**src/rtl/jtkiwi_romarb_pkg.sv**
```systemverilog
// Shared types and limits for the ROM arbiter: FSM encoding and channel-count bounds.
package jtkiwi_romarb_pkg;

    typedef enum logic [1:0] {
        ST_IDLE = 2'd0,
        ST_REQ  = 2'd1,
        ST_WAIT = 2'd2
    } state_t;

    localparam int CH_MIN = 2;
    localparam int CH_MAX = 8;

    // Index of the k-th candidate after 'base', wrapping over n channels.
    function automatic int wrap_idx(input int base, input int k, input int n);
        return (base + 1 + k) % n;
    endfunction

endpackage

```
**src/rtl/jtkiwi_romarb_slot.sv**
```systemverilog
// One-entry read cache for a single ROM client channel.
module jtkiwi_romarb_slot #(
    parameter int AW   = 22,
    parameter int DW   = 16,
    parameter int KEEP = 1
) (
    input  logic          clk,
    input  logic          rstn,
    input  logic          cs,
    input  logic [AW-1:0] addr,
    input  logic          fill,
    input  logic [AW-1:0] fill_addr,
    input  logic [DW-1:0] fill_data,
    output logic          ok,
    output logic [DW-1:0] data
);

    logic          valid_reg;
    logic [AW-1:0] tag_reg;
    logic [DW-1:0] data_reg;

    // A fill takes precedence over the cs-low invalidation when KEEP is off.
    always_ff @(posedge clk or negedge rstn) begin
        if (!rstn) begin
            valid_reg <= 1'b0;
            tag_reg   <= '0;
            data_reg  <= '0;
        end else if (fill) begin
            valid_reg <= 1'b1;
            tag_reg   <= fill_addr;
            data_reg  <= fill_data;
        end else if (KEEP == 0 && !cs) begin
            valid_reg <= 1'b0;
        end
    end

    assign ok   = cs & valid_reg & (tag_reg == addr);
    assign data = data_reg;

endmodule

```
**src/rtl/jtkiwi_romarb.sv**
```systemverilog
// Arbitrates CH cached ROM clients onto a single SDRAM read port, one request in flight.
module jtkiwi_romarb
    import jtkiwi_romarb_pkg::*;
#(
    parameter int CH   = 4,
    parameter int AW   = 22,
    parameter int DW   = 16,
    parameter int RR   = 1,
    parameter int KEEP = 1
) (
    input  logic             clk,
    input  logic             rstn,
    input  logic [CH-1:0]    ch_cs,
    input  logic [CH*AW-1:0] ch_addr,
    output logic [CH-1:0]    ch_ok,
    output logic [CH*DW-1:0] ch_data,
    output logic             sd_req,
    output logic [AW-1:0]    sd_addr,
    input  logic             sd_ack,
    input  logic             sd_dst,
    input  logic [DW-1:0]    sd_din
);

    localparam int IW = (CH > 1) ? $clog2(CH) : 1;

    state_t        state_reg, state_next;
    logic [IW-1:0] gnt_reg, last_reg, pick;
    logic [AW-1:0] addr_reg;
    logic          found;
    logic          grant_take;
    logic          fill_en;
    logic [CH-1:0] pend;
    logic [AW-1:0] addr_arr [CH];

    genvar gi;
    generate
        for (gi = 0; gi < CH; gi++) begin : g_slot
            assign addr_arr[gi] = ch_addr[gi*AW +: AW];
            assign pend[gi]     = ch_cs[gi] & ~ch_ok[gi];

            jtkiwi_romarb_slot #(
                .AW   (AW),
                .DW   (DW),
                .KEEP (KEEP)
            ) u_slot (
                .clk       (clk),
                .rstn      (rstn),
                .cs        (ch_cs[gi]),
                .addr      (addr_arr[gi]),
                .fill      (fill_en && (gnt_reg == IW'(gi))),
                .fill_addr (addr_reg),
                .fill_data (sd_din),
                .ok        (ch_ok[gi]),
                .data      (ch_data[gi*DW +: DW])
            );
        end
    endgenerate

    // Scan candidates in priority order; the first pending one wins.
    always_comb begin
        int idx;
        found = 1'b0;
        pick  = '0;
        idx   = 0;
        for (int k = 0; k < CH_MAX; k++) begin
            idx = (RR != 0) ? wrap_idx(int'(last_reg), k, CH) : (k % CH);
            if (k < CH && !found && pend[idx]) begin
                found = 1'b1;
                pick  = IW'(idx);
            end
        end
    end

    always_ff @(posedge clk or negedge rstn) begin
        if (!rstn) begin
            state_reg <= ST_IDLE;
            gnt_reg   <= '0;
            last_reg  <= IW'(CH - 1);
            addr_reg  <= '0;
        end else begin
            state_reg <= state_next;
            if (grant_take) begin
                gnt_reg  <= pick;
                last_reg <= pick;
                addr_reg <= addr_arr[pick];
            end
        end
    end

    always_comb begin
        state_next = state_reg;
        grant_take = 1'b0;
        case (state_reg)
            ST_IDLE: begin
                if (found) begin
                    grant_take = 1'b1;
                    state_next = ST_REQ;
                end
            end
            ST_REQ: begin
                if (sd_ack) begin
                    state_next = sd_dst ? ST_IDLE : ST_WAIT;
                end
            end
            ST_WAIT: begin
                if (sd_dst) begin
                    state_next = ST_IDLE;
                end
            end
            default: state_next = ST_IDLE;
        endcase
    end

    // Data arriving in IDLE (e.g. a reply to a request abandoned by reset) is dropped.
    always_comb begin
        sd_req  = (state_reg == ST_REQ);
        sd_addr = addr_reg;
        fill_en = sd_dst && ((state_reg == ST_WAIT) || (state_reg == ST_REQ && sd_ack));
    end

endmodule

```
**config.mk**
```make
export PLATFORM = sky130hd
export DESIGN_NAME = jtkiwi_romarb
export DESIGN_NICKNAME = d
export VERILOG_FILES = /design/src/rtl/jtkiwi_romarb_pkg.sv /design/src/rtl/jtkiwi_romarb_slot.sv /design/src/rtl/jtkiwi_romarb.sv
export SDC_FILE = /design/constraint.sdc
export NUM_CORES = 1
export LEC_CHECK = 0
export CORE_MARGIN = 4
export CORE_UTILIZATION = 30
export CTS_CLUSTER_SIZE = 30
export DETAILED_ROUTE_END_ITERATION = 6
export GPL_TIMING_DRIVEN = 0
export PLACE_DENSITY_LB_ADDON = 0.1
export RECOVER_POWER = 25
export SYNTH_ARGS = -nofsm -noshare
export SYNTH_HDL_FRONTEND = slang
export SYNTH_HIERARCHICAL = 1
export SYNTH_SLANG_ARGS = --single-unit
```
**constraint.sdc**
```tcl
create_clock -name clk -period 3.3 [get_ports clk]
set_input_delay 0.33 -clock clk [delete_from_list [all_inputs] [get_ports clk]]
set_output_delay 0.33 -clock clk [all_outputs]
set_load 0.01 [all_outputs]
```
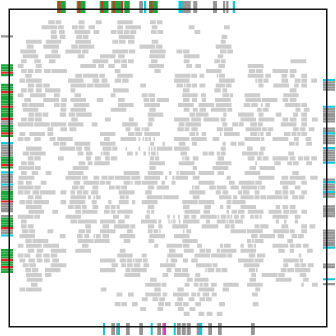
Figure 1: pin placement.
Pins as bars across the die edge, other pins in gray.
| port | color | pins | direction | edge |
|---|---|---|---|---|
| ch_data | green | 64 | output | 40 left, 24 top |
| sd_addr | cyan | 22 | output | 9 right, 5 bottom, 4 left, 4 top |
| sd_ack | magenta | 1 | input | bottom |
| sd_din | red | 16 | input | 10 left, 6 top |
all pins by edge: 75 left, 51 right, 47 top, 30 bottom
Die X: 177 um
die height: 177 um
input/output buffers: 202

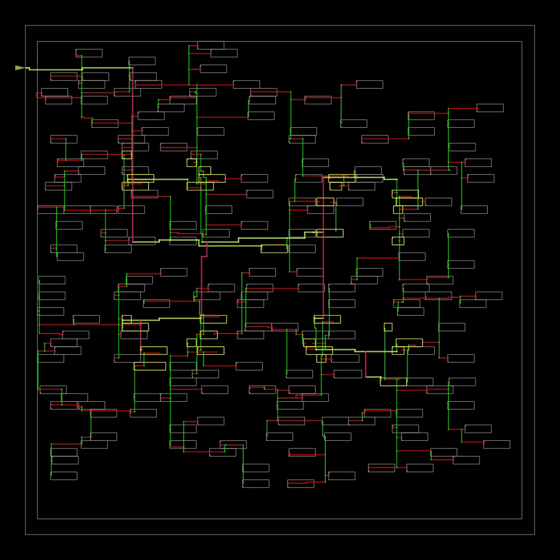
Figure 2: clock nets.
Fin Clk Skew: 0.0138 ns
CTS Buf Count: 17
Clock group: 2.10 mW
Latency at later pin: 0.43 ns
flop count: 184

==> flow_summary.json <==
{
  "core_area_mm2": 0.0279,
  "ys.flops": 184,
  "routed_via_density": 4.85,
  "grtUsageMet3": 0.0504,
  "clk_pin_slew_ns": 0.08,
  "netlist_area_mm2": 0.00856,
  "clk_path_buf_depth": 2,
  "root_buffer": "clkbuf_16",
  "antenna_found_initial": 2,
  "grt_pass1_vias": 6692,
  "wl_per_cell_um": 22.9,
  "synthAdderAreaFrac": 0,
  "fp-utilization": 0.306,
  "rrSetupSlack_ns": 0.13,
  "drt-pass1-iter-count": 7,
  "hold_viol": 0,
  "min_to": "sd_addr[15]",
  "crit_path_start": "g_slot[0].u_slot/tag_reg[0]",
  "worstHoldPathCells": 3,
  "rsz0062_at_grt": "false",
  "grt_max_degree": 122,
  "async_flop_share": 1.00,
  "detail-route-antenna-nets": 0,
  "status": "finished, violations left",
  "dpl.cell_count": 1193,
  "dominant_cells": "sequential cells",
  "cts_hold_buf": 1,
  "wl_mm": 28.3,
  "worstSetupPathDepth": 11,
  "worst_path_largest_cell_delay_ns": 0.46,
  "synth-edff-count": 0,
  "crit_type": "reg -> reg",
  "wl_met2_mm": 13.6,
  "syn_avg_cell_area_um2": 14.0,
  "ir_worst_vdd_v": 0.000465,
  "yosys.area_share.simple": 0.0551,
  "ios": 203,
  "yosys-mux-area-fraction": 0.254,
  "vias": 5985,
  "syn_inst": 612,
  "htreeDepth": 4,
  "tns_ns": 0,
  "lay_top_count": "clkdlybuf4s50_1",
  "finalSetupViolCount": 0,
  "combinationalPower_mw": 4.56,
  "grt_first_pass_wirelength_mm": 42.0,
  "final-clk-cell-share": 0.0511,
  "period_used_share": 0.962,
  "most_common_cell": "dfrtp_1",
  "ys_sh_xor": 0.0901,
  "logic_gates": 398,
  "tightest_slew_ns": 1.64,
  "logic_area_mm2": 0.00383,
  "clock-sinks": 184,
  "max_freq_mhz": 315,
  "maxCapViolations": 1,
  "cpMostUsedCell": "buf_12",
  "r2r-end": "sd_addr[0]",
  "rr_worst_depth": 11,
  "violations": "capacitance limit, slew limit",
  "grt_usage": 0.181,
  "cts_resized": 10,
  "p_int_mw": 7.01,
  "m1WireLength_mm": 12.5,
  "p_leak_nw": 4.92,
  "clkbuf_count": 17,
  "synthTopCellsByCount": "dfrtp_1, mux2_2, xnor2_1, mux2i_1, nand2_1",
  "critical_path_required_ns": 3.59,
  "ys_cells": 612,
  "layout_min_cycle_time_ns": 3.17,
  "top_usage_layer": "met2",
  "power_frac_comb": 0.422,
  "worst_slack_ns": 0.127,
  "cpLargestDelayFamily": "simple AND/OR/NAND/NOR gates",
  "cp-end-kind": "flip-flop",
  "drv_slew": 65,
  "swShare": 0.350,
  "dpl.hpwl_mm": 20.2,
  "worst-path-buf-inv": 2,
  "ys.flop_type": "dfrtp_1",
  "postPlaceCellArea_mm2": 0.0111,
  "num-fill-cells": 2610,
  "met2_usage": 0.291,
  "tap_cells": 378,
  "cp_max_fo": 10,
  "compound_area_frac": 0.0395
}
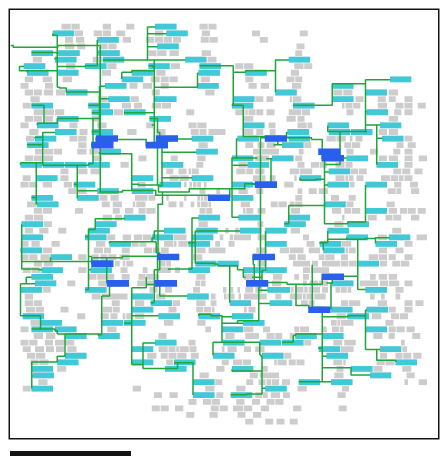
Figure 3: clock network drawn from the DEF.
Bar = 50 um.
[clock wires] green | length: 2490 um
[flip-flops] cyan | count: 184
[cells driving clock nets] blue | count: 17
flops lie: all over the die
clock power share: 0.195

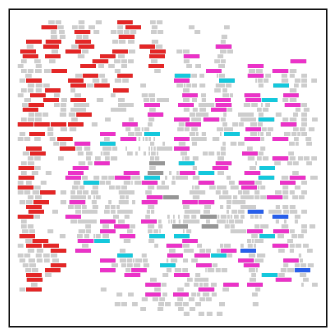
Figure 4: register map, names as in the netlist.
Other sequential cells in the stronger gray, the rest of the logic in the fainter gray.
| signal | color | placed flops |
|---|---|---|
| g_slot.u_slot/data | red | 64 |
| g_slot.u_slot/tag_reg | magenta | 88 |
| sd_addr | cyan | 22 |
| g_slot.u_slot/valid_reg | blue | 4 |
Register Area: 0.00461 mm2
sequential share of cell area: 0.389
Final Core Density: 0.424

Power figures rest on the tool's default switching activity, not on a simulated workload.
